==> images/placement_by_type.png <==
Fill, decap, tap and diode cells in gray.
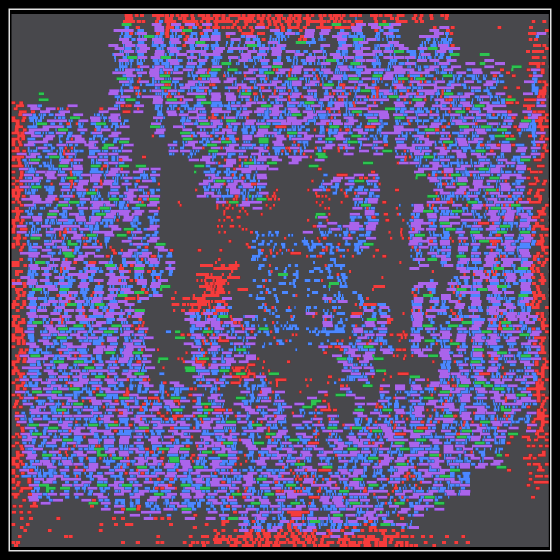
==> images/clocks.png <==
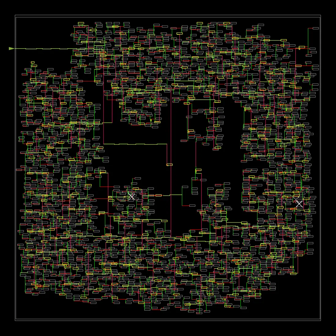
File: src/rtl/zz_block_assembler.sv
// rtl/zz_block_assembler.sv - scatters run/coef tokens into a ping-pong zigzag line buffer
// Blocks close on EOB, on index 63, or on overflow; completed lines leave via valid/ready.
module zz_block_assembler #(
   parameter int Q = 16,
   parameter int N = 64
) (
   input  logic             clk,
   input  logic             rst_n,
   input  logic             in_valid,
   output logic             in_ready,
   input  logic [5:0]       in_run,
   input  logic [Q-1:0]     in_coef,
   input  logic             in_eob,
   output logic             out_valid,
   input  logic             out_ready,
   output logic [N*Q-1:0]   out_line,
   output logic             err_ovf,
   output logic [15:0]      blk_cnt
);

   logic [1:0][N-1:0][Q-1:0] buf_q;
   logic                     wr_sel_q, rd_sel_q;
   logic [1:0]               full_cnt_q, full_cnt_d;
   logic [6:0]               idx_q, idx_d;
   logic                     err_ovf_q;
   logic [15:0]              blk_cnt_q;

   logic [7:0] t;
   logic       accept, hs, wr_en, ovf, close;

   assign in_ready  = (full_cnt_q != 2'd2);
   assign out_valid = (full_cnt_q != 2'd0);
   assign out_line  = buf_q[rd_sel_q];
   assign err_ovf   = err_ovf_q;
   assign blk_cnt   = blk_cnt_q;

   assign accept = in_valid && in_ready;
   assign hs     = out_valid && out_ready;
   assign t      = {1'b0, idx_q} + {2'b00, in_run};
   assign wr_en  = accept && !in_eob && (t <= 8'd63);
   assign ovf    = accept && !in_eob && (t > 8'd63);
   assign close  = accept && (in_eob || (t >= 8'd63));

   always_comb begin
      full_cnt_d = full_cnt_q;
      if (close && !hs)
         full_cnt_d = full_cnt_q + 2'd1;
      else if (hs && !close)
         full_cnt_d = full_cnt_q - 2'd1;

      idx_d = idx_q;
      if (close)
         idx_d = 7'd0;
      else if (wr_en)
         idx_d = t[6:0] + 7'd1;
   end

   always_ff @(posedge clk or negedge rst_n) begin
      if (!rst_n) begin
         buf_q      <= '0;
         wr_sel_q   <= 1'b0;
         rd_sel_q   <= 1'b0;
         full_cnt_q <= 2'd0;
         idx_q      <= 7'd0;
         err_ovf_q  <= 1'b0;
         blk_cnt_q  <= 16'd0;
      end else begin
         // The released buffer is the next fill buffer; it never collides with an active write.
         if (hs)
            buf_q[rd_sel_q] <= '0;
         if (wr_en)
            buf_q[wr_sel_q][t[5:0]] <= in_coef;
         if (close)
            wr_sel_q <= ~wr_sel_q;
         if (hs) begin
            rd_sel_q  <= ~rd_sel_q;
            blk_cnt_q <= blk_cnt_q + 16'd1;
         end
         full_cnt_q <= full_cnt_d;
         idx_q      <= idx_d;
         err_ovf_q  <= ovf;
      end
   end

endmodule

File: config.mk
export PLATFORM = sky130hd
export DESIGN_NAME = zz_block_assembler
export DESIGN_NICKNAME = d
export VERILOG_FILES = /design/src/rtl/zz_block_assembler.sv
export SDC_FILE = /design/constraint.sdc
export NUM_CORES = 2
export LEC_CHECK = 0
export CORE_UTILIZATION = 40
export CTS_CLUSTER_SIZE = 8
export DETAILED_ROUTE_END_ITERATION = 7
export GPL_TIMING_DRIVEN = 0
export HOLD_SLACK_MARGIN = 0.12
export PLACE_DENSITY = 0.71
export SLEW_MARGIN = 20
export SYNTH_ARGS = -nofsm -noshare
export SYNTH_HDL_FRONTEND = slang
export SYNTH_SLANG_ARGS = --single-unit
File: constraint.sdc
create_clock -name clk -period 10.3 [get_ports clk]
set_clock_uncertainty 0.05 [all_clocks]
set_input_delay 1.03 -clock clk [delete_from_list [all_inputs] [get_ports clk]]
set_output_delay 1.03 -clock clk [all_outputs]
set_load 0.02 [all_outputs]
==> impl_metrics.py <==
# Metrics from the implementation run
metrics = {
    "final_timing": {
        "hold_ws_ns": 0.422,
        "rsz0062_at_grt": "no",
        "tightest_slew_ns": 1.32,
    },
    "critical_path": {
        "worstSetupPathType": "flop to output pin",
        "cp-start-kind": "flop",
        "worstPathArrival_ns": 5.35,
        "required_ns": 9.22,
        "ff2ff_path_depth": 11,
        "end_kind": "output pin",
    },
    "clocking": {
        "cts_max_path_buffers": 4,
        "cts-htree-levels": 5,
        "clkLatencyLatePin_ns": 0.95,
    },
    "cells_and_area": {
        "fill_cells": 20700,
        "layout-drive-gt1-share_pct": 15.8,
        "top_register": "buf_q",
        "final_cells": 14200,
        "stdcell_area_mm2": 0.119,
    },
    "logic_synthesis": {
        "yosysMostFrequentCell": "nand2_1",
        "synth_area_mm2": 0.0944,
        "synth-edff-count": 0,
        "top_cells_by_count": "nand2_1, dfrtp_1, o21ai_0",
        "top_area_share_pct": 55.1,
        "avgSynthCellArea_um2": 9.92,
    },
    "placed_design": {
        "dpl_cell_area_mm2": 0.111,
        "gp_congestion": 0.974,
    },
    "min_path": {
        "whs_path_depth": 1,
    },
    "floorplan": {
        "core_mm2": 0.234,
        "fp.dieW_um": 488,
        "die_area_mm2": 0.238,
    },
    "run_status": {
        "violations": "DRC",
        "status": "finished with violations",
    },
    "flow_run": {
        "maxCapViolations": 0,
        "warning_count": 103,
    },
    "global_routing": {
        "grt_max_degree": 152,
        "antenna_found_initial": 81,
        "grt_pass1_wl_um": 662000,
    },
    "detailed_routing": {
        "ant_nets": 0,
        "drc": 8,
        "drt-wirelength-per-cell_um": 34.3,
    },
    "power": {
        "switching_share_pct": 35.3,
        "power_density_mw_per_mm2": 203,
        "seq_cell_power_mw": 8.77,
    },
}
Back to the opening pictures, placement_by_type.png:
red -> other buffers and delay cells  # cells 2082
green -> clock drivers and dummy loads  # cells 338
blue -> combinational and other logic  # cells 6507
purple -> flops  # cells 2076
sequential fraction of total cell area: 43.5%
Rows: 177
final core occ: 51.1%

Back to the opening pictures, clocks.png:
num sequential: 2076
Clk power: 9.06 mW

[final cells by class]
cell class / count / area [µm²] / area share (%)
inverter: 22 / 82.6 / 0.0691
sequential: 2076 / 51900 / 43.5
buffer: 932 / 3810 / 3.19
multi-input combinational: 6485 / 39000 / 32.7
clock buffer: 332 / 8060 / 6.75
clock inverter: 6 / 56.3 / 0.0471
timing repair buffer: 1150 / 12400 / 10.4
antenna: 62 / 155 / 0.130
tap: 3132 / 3920 / 3.28
[through the flow]
stage / setup WS, ns / utilization (%) / power [mW]
after floorplan: 6.16 / - / 12.0
after global placement: -83.30 / 46.6 / 14.9
after detailed placement: 4.01 / 47.6 / 15.1
after CTS: 3.95 / 51.0 / 24.0
after global routing: 3.89 / 51.1 / 24.7
final: 3.87 / 51.1 / 24.2
[cell usage in the layout (no fill, tap or decap), types with 13 or more instances in the layout]
cell | netlist | routed
o211ai_1 | 14 | 14
mux2_2 | 1024 | 1024
mux2i_1 | 480 | 480
and3_1 | 23 | 23
clkbuf_2 | 0 | 201
buf_16 | 0 | 47
dfrtp_1 | 2076 | 2076
clkinv_1 | 17 | 17
diode_2 | 0 | 62
nand2_1 | 2563 | 2563
buf_2 | 31 | 35
nand3_1 | 568 | 568
nor2_1 | 24 | 23
o21ai_0 | 1569 | 1569
buf_1 | 56 | 56
buf_4 | 7 | 23
clkbuf_16 | 0 | 318
clkdlybuf4s50_1 | 0 | 1068
clkbuf_1 | 838 | 646
xnor2_1 | 19 | 19
a211oi_1 | 25 | 13
[kinds of logic after synthesis]
logic type / after synthesis / synth area share (%)
flip-flops: 2076 / 55.1
adder cells (fa/ha/maj): 10 / 0.141
AND/OR/NAND/NOR: 3246 / 14.0
AND-OR/OR-AND: 1700 / 9.43
XOR/XNOR: 25 / 0.232
buffers and inverters: 954 / 3.86
multiplexers: 1504 / 17.3
[per-layer routing]
| metal | share of wire, % | global-route usage, % | vias to the layer above |
|---|---|---|---|
| met3 | 12 | 12.1 | 1546 |
| met5 | 0.023 | 0 | - |
| met2 | 42 | 58.3 | 6291 |
| met4 | 8.2 | 28.7 | 18 |
| met1 | 37 | 51.1 | 43400 |
| li1 | - | - | 35100 |
[repair_timing]
action | in CTS | in global routing
endpoints found under the hold margin | 130 | 0
hold buffers | 1 | 0
buffers inserted | 0 | 0
[worst max-delay path: stages (launching register included)]
cell             delay (ns)
dfrtp_1                0.39
clkbuf_2               0.61
clkbuf_1               0.73
clkbuf_1               0.83
clkbuf_1               0.68
mux2_2                 0.45
clkdlybuf4s50_1        0.70
[worst paths after layout]
| check | start | endpoint | slack, ns |
|---|---|---|---|
| min in group asynchronous | rst_n | buf_q[858]$_DFF_PN0_ | 0.71 |
| max | rd_sel_q$_DFFE_PN0P_ | out_line[1006] | 3.87 |
| max reg2reg | idx_q[2]$_DFFE_PN0P_ | buf_q[1130]$_DFF_PN0_ | 4.86 |
| min | blk_cnt[15]$_DFFE_PN0P_ | blk_cnt[15]$_DFFE_PN0P_ | 0.42 |
| min reg2reg | blk_cnt[15]$_DFFE_PN0P_ | blk_cnt[15]$_DFFE_PN0P_ | 0.42 |
| max in group asynchronous | rst_n | buf_q[517]$_DFF_PN0_ | 5.45 |
Power figures rest on the tool's default switching activity, not on a simulated workload.
